File: src/rtl/sched_shuffle_reg_if.sv
// Bus bundle for sched_shuffle_reg: stream data, op-table config port and phase/status outputs.
// The sync field exists only when PHASE_SYNC_EN is defined.
interface sched_shuffle_reg_if #(
    parameter int WIDTH = 8,
    parameter int PW    = 4
);
    logic             en;
    logic [WIDTH-1:0] in;
    logic             cfg_we;
    logic [PW-1:0]    cfg_addr;
    logic [1:0]       cfg_op;
    logic [WIDTH-1:0] out;
    logic             out_valid;
    logic [PW-1:0]    q;
`ifdef PHASE_SYNC_EN
    logic             sync;
`endif

    modport master (
`ifdef PHASE_SYNC_EN
        output sync,
`endif
        output en, in, cfg_we, cfg_addr, cfg_op,
        input  out, out_valid, q
    );

    modport slave (
`ifdef PHASE_SYNC_EN
        input  sync,
`endif
        input  en, in, cfg_we, cfg_addr, cfg_op,
        output out, out_valid, q
    );
endinterface

File: src/rtl/sched_shuffle_reg.sv
// Phase-scheduled reorder/delay stage: a programmable-period phase counter picks one routing op per
// phase over a DEPTH-deep register bank. Optional macro PHASE_SYNC_EN adds a phase-restart input.
module sched_shuffle_reg #(
    parameter int WIDTH  = 8,
    parameter int DEPTH  = 2,
    parameter int PERIOD = 9,
    parameter int PW     = 4
) (
    input logic               clk,
    input logic               rst,
    sched_shuffle_reg_if.slave bus
);

    typedef enum logic [1:0] {
        OP_SHIFT       = 2'd0,
        OP_BYPASS_SWAP = 2'd1,
        OP_TAP         = 2'd2,
        OP_HOLD        = 2'd3
    } op_e;

    // The table spans every encodable phase so q and cfg_addr index it without narrowing.
    localparam int              TABLE_SIZE = 2 ** PW;
    localparam logic [PW-1:0]   LAST_PHASE = PW'(PERIOD - 1);
    localparam logic [PW:0]     PERIOD_EXT = (PW + 1)'(PERIOD);

    function automatic op_e default_op(input int phase);
        op_e op;
        case (phase)
            3:       op = OP_BYPASS_SWAP;
            4, 7, 8: op = OP_TAP;
            default: op = OP_SHIFT;
        endcase
        return op;
    endfunction

    logic [PW-1:0]    phase;
    logic [PW-1:0]    phase_nxt;
    op_e              op_table [TABLE_SIZE];
    op_e              cur_op;
    logic [WIDTH-1:0] bank     [DEPTH];
    logic [WIDTH-1:0] bank_nxt [DEPTH];
    logic [WIDTH-1:0] out_reg;
    logic [WIDTH-1:0] out_nxt;
    logic             valid_reg;
    logic             valid_nxt;
    logic             cfg_hit;
    logic             restart;

`ifdef PHASE_SYNC_EN
    assign restart = bus.sync;
`else
    assign restart = 1'b0;
`endif

    assign cfg_hit = bus.cfg_we && ({1'b0, bus.cfg_addr} < PERIOD_EXT);

    always_ff @(posedge clk) begin
        if (rst) begin
            phase     <= LAST_PHASE;
            out_reg   <= '0;
            valid_reg <= 1'b0;
            for (int i = 0; i < DEPTH; i++) begin
                bank[i] <= '0;
            end
            for (int p = 0; p < TABLE_SIZE; p++) begin
                op_table[p] <= default_op(p);
            end
        end else begin
            phase     <= phase_nxt;
            out_reg   <= out_nxt;
            valid_reg <= valid_nxt;
            bank      <= bank_nxt;
            if (cfg_hit) begin
                op_table[bus.cfg_addr] <= op_e'(bus.cfg_op);
            end
        end
    end

    always_comb begin
        phase_nxt = phase;
        if (bus.en) begin
            if (restart || phase == LAST_PHASE) begin
                phase_nxt = '0;
            end else begin
                phase_nxt = phase + PW'(1);
            end
        end
    end

    // A same-cycle table write lands after this read, so the current phase keeps its old op.
    always_comb begin
        cur_op    = op_table[phase];
        valid_nxt = bus.en && (cur_op != OP_HOLD);
        out_nxt   = out_reg;
        bank_nxt  = bank;
        if (bus.en) begin
            case (cur_op)
                OP_SHIFT: begin
                    out_nxt = bank[DEPTH-1];
                    for (int i = 1; i < DEPTH; i++) begin
                        bank_nxt[i] = bank[i-1];
                    end
                    bank_nxt[0] = bus.in;
                end
                OP_BYPASS_SWAP: begin
                    out_nxt           = bus.in;
                    bank_nxt[0]       = bank[DEPTH-1];
                    bank_nxt[DEPTH-1] = bank[0];
                end
                OP_TAP: begin
                    out_nxt     = bank[0];
                    bank_nxt[0] = bus.in;
                end
                default: begin
                    out_nxt = out_reg;
                end
            endcase
        end
    end

    assign bus.out       = out_reg;
    assign bus.out_valid = valid_reg;
    assign bus.q         = phase;

endmodule
File: src/flat_wrapper.sv
// flat-port wrapper written by rule: the top's interface ports become plain ports
module sched_shuffle_reg_flat 
#(
    parameter int WIDTH  = 8,
    parameter int DEPTH  = 2,
    parameter int PERIOD = 9,
    parameter int PW     = 4
)
  (clk, rst, bus_en, bus_in, bus_cfg_we, bus_cfg_addr, bus_cfg_op, bus_out, bus_out_valid, bus_q);
  sched_shuffle_reg_if #(.WIDTH(WIDTH), .PW(PW)) bus_i ();
  input logic clk;
  input logic rst;
  input wire logic [$bits(bus_i.en)-1:0] bus_en;
  input wire logic [$bits(bus_i.in)-1:0] bus_in;
  input wire logic [$bits(bus_i.cfg_we)-1:0] bus_cfg_we;
  input wire logic [$bits(bus_i.cfg_addr)-1:0] bus_cfg_addr;
  input wire logic [$bits(bus_i.cfg_op)-1:0] bus_cfg_op;
  output wire logic [$bits(bus_i.out)-1:0] bus_out;
  output wire logic [$bits(bus_i.out_valid)-1:0] bus_out_valid;
  output wire logic [$bits(bus_i.q)-1:0] bus_q;
  assign bus_i.en = bus_en;
  assign bus_i.in = bus_in;
  assign bus_i.cfg_we = bus_cfg_we;
  assign bus_i.cfg_addr = bus_cfg_addr;
  assign bus_i.cfg_op = bus_cfg_op;
  assign bus_out = bus_i.out;
  assign bus_out_valid = bus_i.out_valid;
  assign bus_q = bus_i.q;
  sched_shuffle_reg #(.WIDTH(WIDTH), .DEPTH(DEPTH), .PERIOD(PERIOD), .PW(PW)) u_core (.clk(clk), .rst(rst), .bus(bus_i));
endmodule
File: config.mk
export PLATFORM = sky130hd
export DESIGN_NAME = sched_shuffle_reg_flat
export DESIGN_NICKNAME = d
export VERILOG_FILES = /design/src/rtl/sched_shuffle_reg_if.sv /design/src/rtl/sched_shuffle_reg.sv /design/src/flat_wrapper.sv
export SDC_FILE = /design/constraint.sdc
export NUM_CORES = 1
export LEC_CHECK = 0
export CORE_ASPECT_RATIO = 1.25
export CORE_MARGIN = 4
export CORE_UTILIZATION = 60
export CTS_BUF_LIST = sky130_fd_sc_hd__clkbuf_8 sky130_fd_sc_hd__clkbuf_16
export DETAILED_ROUTE_END_ITERATION = 8
export GPL_TIMING_DRIVEN = 0
export PLACE_DENSITY = 0.86
export SLEW_MARGIN = 20
export SYNTH_ARGS = -nofsm -noshare
export SYNTH_HDL_FRONTEND = slang
export SYNTH_SLANG_ARGS = --single-unit
File: constraint.sdc
create_clock -name clk -period 5.54 [get_ports clk]
set_input_delay 1.662 -clock clk [delete_from_list [all_inputs] [get_ports clk]]
set_output_delay 1.662 -clock clk [all_outputs]
set_load 0.02 [all_outputs]
==> run_1/cell_classes.png <==
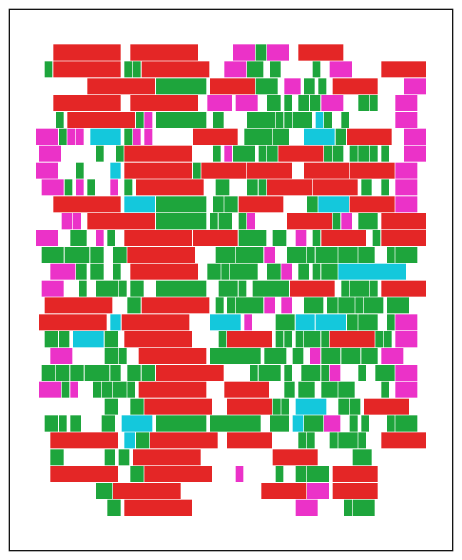
legend:
  red:
    class: flip-flops
    cells: 65
  green:
    class: all other logic
    cells: 197
  cyan:
    class: clock drivers and dummy loads
    cells: 16
  magenta:
    class: other buffers and delay cells
    cells: 56

==> run_1/wire_density.png <==
The bar under the picture is 20 microns long. The die is cut into 14 by 17 equal tiles; dark blue is low, red is high, scaled to the fullest tile. Values are wire area over tile area, all layers added.
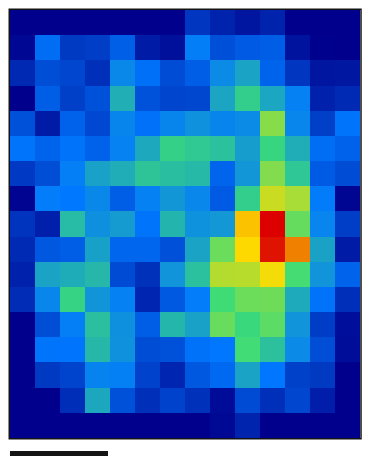
mean over tiles: 0.16
nearly empty tiles: 15%
emptiest ninth of the die: top left
tiles over half the peak: 8.8%
fullest tile: 0.69
densest ninth of the die: right middle

==> run_1/final_congestion.png <==
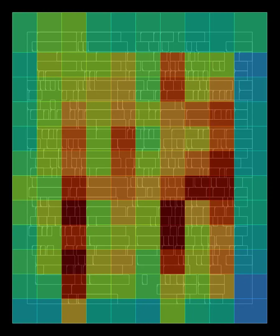
met1 Use GR: 22.85%
post-layout util: 75.08%
GRT met3 Usage: 4.388%
WL per Instance: 15.64 microns

==> flow_metrics.env, run 1 <==
# physical design summary
export IMPL_vias=2205
export IMPL_top_logic_kind="simple AND/OR/NAND/NOR gates"
export IMPL_switching_share_pct=28.04
export IMPL_fmax_ghz=0.3155
export IMPL_tapCellCount=60
export IMPL_comb_area_share_pct=35.62
export IMPL_hold_class="reg2reg"
export IMPL_clk_latency_ns=0.34
export IMPL_numSynthFlops=65
export IMPL_grt_start_max_net_pins=12
export IMPL_yosys_warnings=0
export IMPL_cts_hold_buffers=0
export IMPL_setup_slack_ns=2.370
export IMPL_internal_power_mw=0.8508
export IMPL_synth_top_area_share_pct=32.00
export IMPL_cp_end_kind="flop"
export IMPL_whs_endpoint="u_core.bus.out[1]"
export IMPL_setup_tns_ns=0
export IMPL_power_frac_seq_pct=47.8
export IMPL_drive_gt1_share_pct=13.17
export IMPL_cts_buffers=9
export IMPL_cp_required_ns=5.74
export IMPL_chipHeight_microns=87.10
export IMPL_p_sw_mw=0.3315
export IMPL_log_warning_count=30
export IMPL_final_cell_mix="33 x nor2_1, 33 x dfxtp_1, 32 x edfxtp_1"
export IMPL_rrSetupSlack_ns=2.84
export IMPL_r2r_cells=10
export IMPL_placed_area_sq_mm=0.003417
export IMPL_relSlewSlack_pct=61.57
export IMPL_grt_util_met2_pct=37.46
export IMPL_die_width_microns=71.28
export IMPL_gr_total_overflow=0
export IMPL_rsz0062_at_grt="false"
export IMPL_final_cells=394
export IMPL_mux_share_pct=9.000
export IMPL_status="completed"
export IMPL_initCoreUtil_pct=62.57
export IMPL_cts_max_path_buffers=2
export IMPL_tightest_slew_ns=0.5765
export IMPL_layout_min_cycle_time_ns=3.170
export IMPL_post_cts_setup_buffers=0
export IMPL_crit_cells=5
export IMPL_wl_met2_mm=3.296
export IMPL_largest_reg_flops=32
export IMPL_clk_power_mw=0.379
export IMPL_drt_wl_total_mm=6.164
export IMPL_crit_family="buffers and inverters"
export IMPL_postSynthSeqShare_pct=54.00
export IMPL_grt_first_pass_wirelength_mm=10.09
export IMPL_critPathBufInv=4
export IMPL_ys_sh_simple_pct=18.04
export IMPL_critPathKind="in2reg"
--- run 2 (diff from run 1) ---
--- a/config.mk
+++ b/config.mk
@@ -7,11 +7,11 @@
 export LEC_CHECK = 0
 export CORE_ASPECT_RATIO = 1.25
 export CORE_MARGIN = 4
-export CORE_UTILIZATION = 60
+export CORE_UTILIZATION = 56
 export CTS_BUF_LIST = sky130_fd_sc_hd__clkbuf_8 sky130_fd_sc_hd__clkbuf_16
 export DETAILED_ROUTE_END_ITERATION = 8
 export GPL_TIMING_DRIVEN = 0
-export PLACE_DENSITY = 0.86
+export PLACE_DENSITY = 0.81
 export SLEW_MARGIN = 20
 export SYNTH_ARGS = -nofsm -noshare
 export SYNTH_HDL_FRONTEND = slang
==> constraint.sdc (replaced) <==
create_clock -name clk -period 3.3 [get_ports clk]
set_input_delay 0.99 -clock clk [delete_from_list [all_inputs] [get_ports clk]]
set_output_delay 0.99 -clock clk [all_outputs]
set_load 0.02 [all_outputs]
==> run 2 against run 1 <==
  * Cell count is 0.51% higher
  * Count of clock-buffer cells in the layout up 2
  * Register-to-register slack got worse by 2.3 ns
  * Clock skew grew 0.00053 ns
  * Synthesized cell count is the same
  * Utilization down 5.0 points
  * Setup slack lost 1.8 ns
  * Die area increased by 6.4%
  * Sequential share of layout area shrank 0.078 points
  * Combinational power increased by 69%
  * Worst hold slack got worse by 0.0017 ns
  * Routed wire length increased by 2.7%
  * Critical path type is now reg2reg
==> flow_metrics.env, run 2 <==
# physical design summary
export IMPL_finalMaxSlewViolations=0
export IMPL_crit_family="simple AND/OR/NAND/NOR gates"
export IMPL_setup_slack_ns=0.5466
export IMPL_cp_required_ns=3.54
export IMPL_cts_repair_resized=0
export IMPL_stdcell_area_sq_mm=0.003610
export IMPL_io_pins=31
export IMPL_power_frac_seq_pct=48.0
export IMPL_bufAreaShareNonClock_pct=11.79
export IMPL_place_gp_congestion=0.8298
export IMPL_hold_class="reg2reg"
export IMPL_whs_endpoint="u_core.bus.out[2]"
export IMPL_cts_hold_buffers=0
export IMPL_ys_sh_simple_pct=18.04
export IMPL_gr_total_overflow=0
export IMPL_synthAoiAreaFrac_pct=11.46
export IMPL_critPathBufInv=2
export IMPL_ff_latch_area_sq_mm=0.001622
export IMPL_drive_gt1_share_pct=13.17
export IMPL_hold_start="u_core.bus.out[2]"
export IMPL_largest_reg_flops=32
export IMPL_crit_cells=9
export IMPL_rsz0062_at_grt="false"
export IMPL_switching_share_pct=28.26
export IMPL_met3WireLength_microns=319
export IMPL_syn_area_sq_mm=0.003003
export IMPL_fmax_ghz=0.3632
export IMPL_placed_area_sq_mm=0.003420
export IMPL_clk_power_mw=0.630
export IMPL_initCoreUtil_pct=58.28
export IMPL_ys_chip_area_sq_mm=0.003003
export IMPL_final_cells=396
export IMPL_r2r_cells=9
export IMPL_setup_tns_ns=0
export IMPL_ys_cells=276
export IMPL_cp_end_kind="flop"
export IMPL_critPathKind="reg2reg"
export IMPL_rrSetupSlack_ns=0.55
export IMPL_p_sw_mw=0.5594
export IMPL_final_cell_mix="33 x nor2_1, 33 x dfxtp_1, 32 x edfxtp_1"
export IMPL_cts_buffers=9
export IMPL_chipHeight_microns=89.87
export IMPL_numSynthFlops=65
export IMPL_r2r_end="u_core.bank[9]"
export IMPL_cts_max_path_buffers=2
export IMPL_max_cap_violations=0
export IMPL_worst_ep_arrival_time_ns=2.99
export IMPL_synth_top_area_share_pct=32.00
export IMPL_comb_area_share_pct=35.56
export IMPL_inv_count=3
export IMPL_seq_cell_power_mw=0.949
export IMPL_die_width_microns=73.50
export IMPL_postSynthSeqShare_pct=54.00
export IMPL_relSlewSlack_pct=59.36
export IMPL_top_logic_kind="simple AND/OR/NAND/NOR gates"
export IMPL_layout_min_cycle_time_ns=2.753
export IMPL_tapCellCount=62
export IMPL_grt_first_pass_wirelength_mm=10.03
export IMPL_cp_common_cell="nand2_1"
export IMPL_clk_latency_ns=0.34
export IMPL_seq_share_pct=44.92
export IMPL_antenna_found_initial=0
export IMPL_wl_met2_mm=3.370
export IMPL_yosys_warnings=0
export IMPL_globalRouteMet1Util_pct=22.47
export IMPL_fin_skew_ns=0.007515
export IMPL_internal_power_mw=1.420
export IMPL_holdWs_ns=0.4528
export IMPL_log_warning_count=30
export IMPL_grt_start_max_net_pins=12
export IMPL_power_density_mw_per_mm2=548.4
export IMPL_mux_share_pct=9.000
export IMPL_tightest_slew_ns=0.6096
export IMPL_met3_usage_pct=3.683
export IMPL_multi_input_comb_cells=194
export IMPL_post_cts_setup_buffers=0
export IMPL_cts_root_buffer="clkbuf_8"
export IMPL_yosys_area_share_adder_pct=2.500
export IMPL_num_nonclk_buffers=56
export IMPL_status="completed"
export IMPL_dp_cells=380
==> run_2/wire_density.png <==
The bar under the picture is 20 microns long. The die is cut into 15 by 18 equal tiles; dark blue is low, red is high, scaled to the fullest tile. Values are wire area over tile area, all layers added.
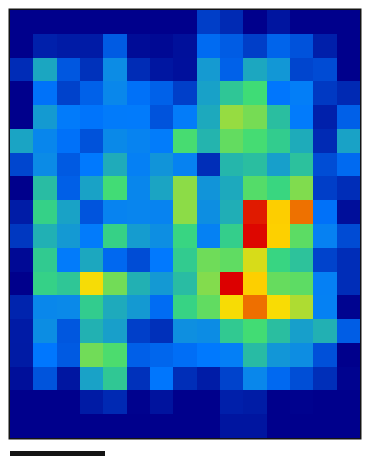
via count: 2233
Final Routed Wirelength: 6.329 mm
WL per Instance: 15.98 microns

==> run_2/final_congestion.png <==
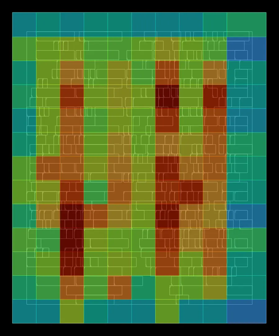
post-layout util: 70.06%
GR Util All Layers: 20.14%
busiest metal layer after global routing: met2
met2 Use GR: 33.21%

--- run 3 (diff from run 2) ---
--- a/config.mk
+++ b/config.mk
@@ -7,11 +7,11 @@
 export LEC_CHECK = 0
 export CORE_ASPECT_RATIO = 1.25
 export CORE_MARGIN = 4
-export CORE_UTILIZATION = 56
+export CORE_UTILIZATION = 51
 export CTS_BUF_LIST = sky130_fd_sc_hd__clkbuf_8 sky130_fd_sc_hd__clkbuf_16
 export DETAILED_ROUTE_END_ITERATION = 8
 export GPL_TIMING_DRIVEN = 0
-export PLACE_DENSITY = 0.81
+export PLACE_DENSITY = 0.78
 export SLEW_MARGIN = 20
 export SYNTH_ARGS = -nofsm -noshare
 export SYNTH_HDL_FRONTEND = slang
==> constraint.sdc (replaced) <==
create_clock -name clk -period 2.5 [get_ports clk]
set_input_delay 0.75 -clock clk [delete_from_list [all_inputs] [get_ports clk]]
set_output_delay 0.75 -clock clk [all_outputs]
set_load 0.02 [all_outputs]
==> run 3 against run 2 <==
  * Area after synthesis unchanged
  * Count of clock-buffer cells in the layout unchanged
  * Clock skew grew 0.0024 ns
  * Power increased by 32%
  * Clock power up 26%
  * Die area increased by 8.8%
  * Critical path depth shrank 1
  * Global-route usage is 2.5 points lower
  * Maximum frequency rose by 15%
  * Setup slack worse by 0.45 ns
  * Sequential power is 33% higher
  * Register-to-register slack got worse by 0.45 ns
  * Critical path type unchanged
==> flow_metrics.env, run 3 <==
# physical design summary
export IMPL_mux_share_pct=9.000
export IMPL_power_density_mw_per_mm2=713.1
export IMPL_grt_first_pass_wirelength_mm=9.715
export IMPL_tightest_slew_ns=0.6320
export IMPL_place_gp_congestion=0.8515
export IMPL_hold_start="u_core.bus.out[2]"
export IMPL_cp_end_kind="flop"
export IMPL_ys_cells=276
export IMPL_die_width_microns=76.63
export IMPL_dp_cells=384
export IMPL_cts_hold_buffers=0
export IMPL_cts_repair_resized=2
export IMPL_ys_chip_area_sq_mm=0.003003
export IMPL_grt_busiest_layer="met2"
export IMPL_num_nonclk_buffers=55
export IMPL_placed_area_sq_mm=0.003425
export IMPL_cts_max_path_buffers=2
export IMPL_max_cap_violations=0
export IMPL_internal_power_mw=1.872
export IMPL_stdcell_area_sq_mm=0.003666
export IMPL_cts_root_buffer="clkbuf_8"
export IMPL_cts_buffers=9
export IMPL_crit_family="multiplexers"
export IMPL_switching_share_pct=28.40
export IMPL_vias=2202
export IMPL_cp_required_ns=2.77
export IMPL_met3WireLength_microns=275
export IMPL_finish_utilization_pct=63.86
export IMPL_post_cts_setup_buffers=0
export IMPL_critPathKind="reg2reg"
export IMPL_drive_gt1_share_pct=14.71
export IMPL_r2r_end="u_core.bus.out[1]"
export IMPL_whs_endpoint="u_core.bus.out[2]"
export IMPL_power_frac_seq_pct=48.0
export IMPL_ys_sh_simple_pct=18.04
export IMPL_final_cell_mix="33 x dfxtp_1, 32 x nor2_1, 32 x edfxtp_1"
export IMPL_bufAreaShareNonClock_pct=12.76
export IMPL_relSlewSlack_pct=57.87
export IMPL_yosys_warnings=0
export IMPL_status="completed"
export IMPL_chipHeight_microns=93.79
export IMPL_tapCellCount=66
export IMPL_gr_total_overflow=0
export IMPL_critPathBufInv=2
export IMPL_postSynthSeqShare_pct=54.00
export IMPL_fin_skew_ns=0.009920
export IMPL_numSynthFlops=65
export IMPL_seq_share_pct=44.23
export IMPL_final_cells=399
export IMPL_setup_tns_ns=0
export IMPL_top_logic_kind="simple AND/OR/NAND/NOR gates"
export IMPL_layout_min_cycle_time_ns=2.402
export IMPL_wl_met2_mm=3.407
export IMPL_fmax_ghz=0.4164
export IMPL_yosys_area_share_adder_pct=2.500
export IMPL_rrSetupSlack_ns=0.1
export IMPL_grt_total_usage_pct=17.69
export IMPL_wl_per_cell_microns=15.57
export IMPL_drt_wl_total_mm=6.213
export IMPL_globalRouteMet1Util_pct=19.30
==> run_3/cell_classes.png <==
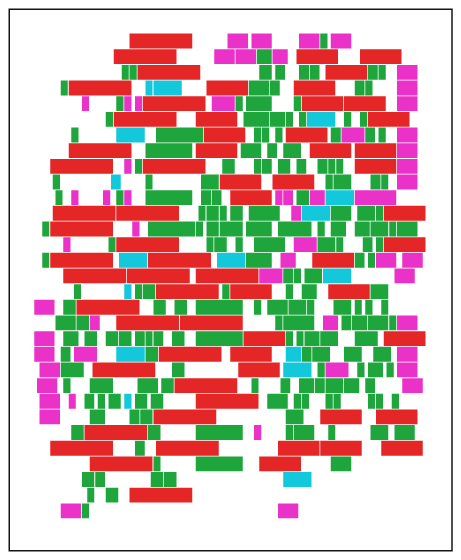
legend:
  green:
    class: all other logic
    cells: 197
  magenta:
    class: other buffers and delay cells
    cells: 55
  cyan:
    class: clock drivers and dummy loads
    cells: 16
  red:
    class: flip-flops
    cells: 65

==> run_3/metal_stack.png <==
The bar under the picture is 20 microns long.
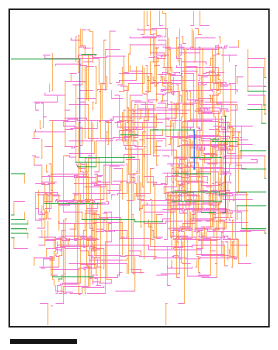
legend:
  orange:
    layer: met2
    wire_length: 3410 microns
  green:
    layer: met3
    wire_length: 275 microns
  blue:
    layer: met4
    wire_length: 69.4 microns
  magenta:
    layer: met1
    wire_length: 2460 microns


==> notes/layouts.md <==
Pictures saved along the way, in no particular order.

Register map, names as in the netlist.
The bar under the picture is 20 microns long. Other sequential cells in the stronger gray, the rest of the logic in the fainter gray.
Plate I
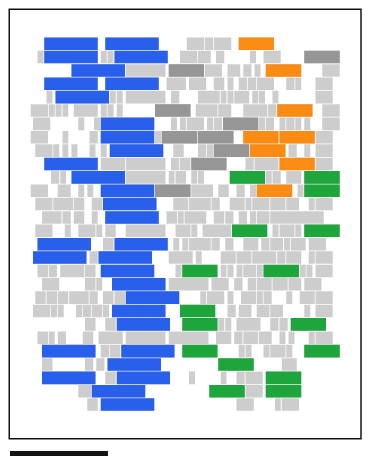
Plate II
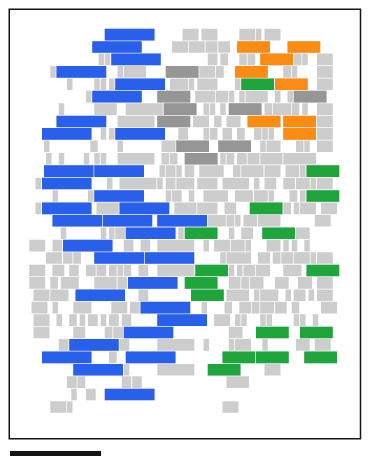
Of these, largest die: Plate II
run 1 -> Plate I
run 3 -> Plate II

Power is estimated from default activity; no workload was simulated.
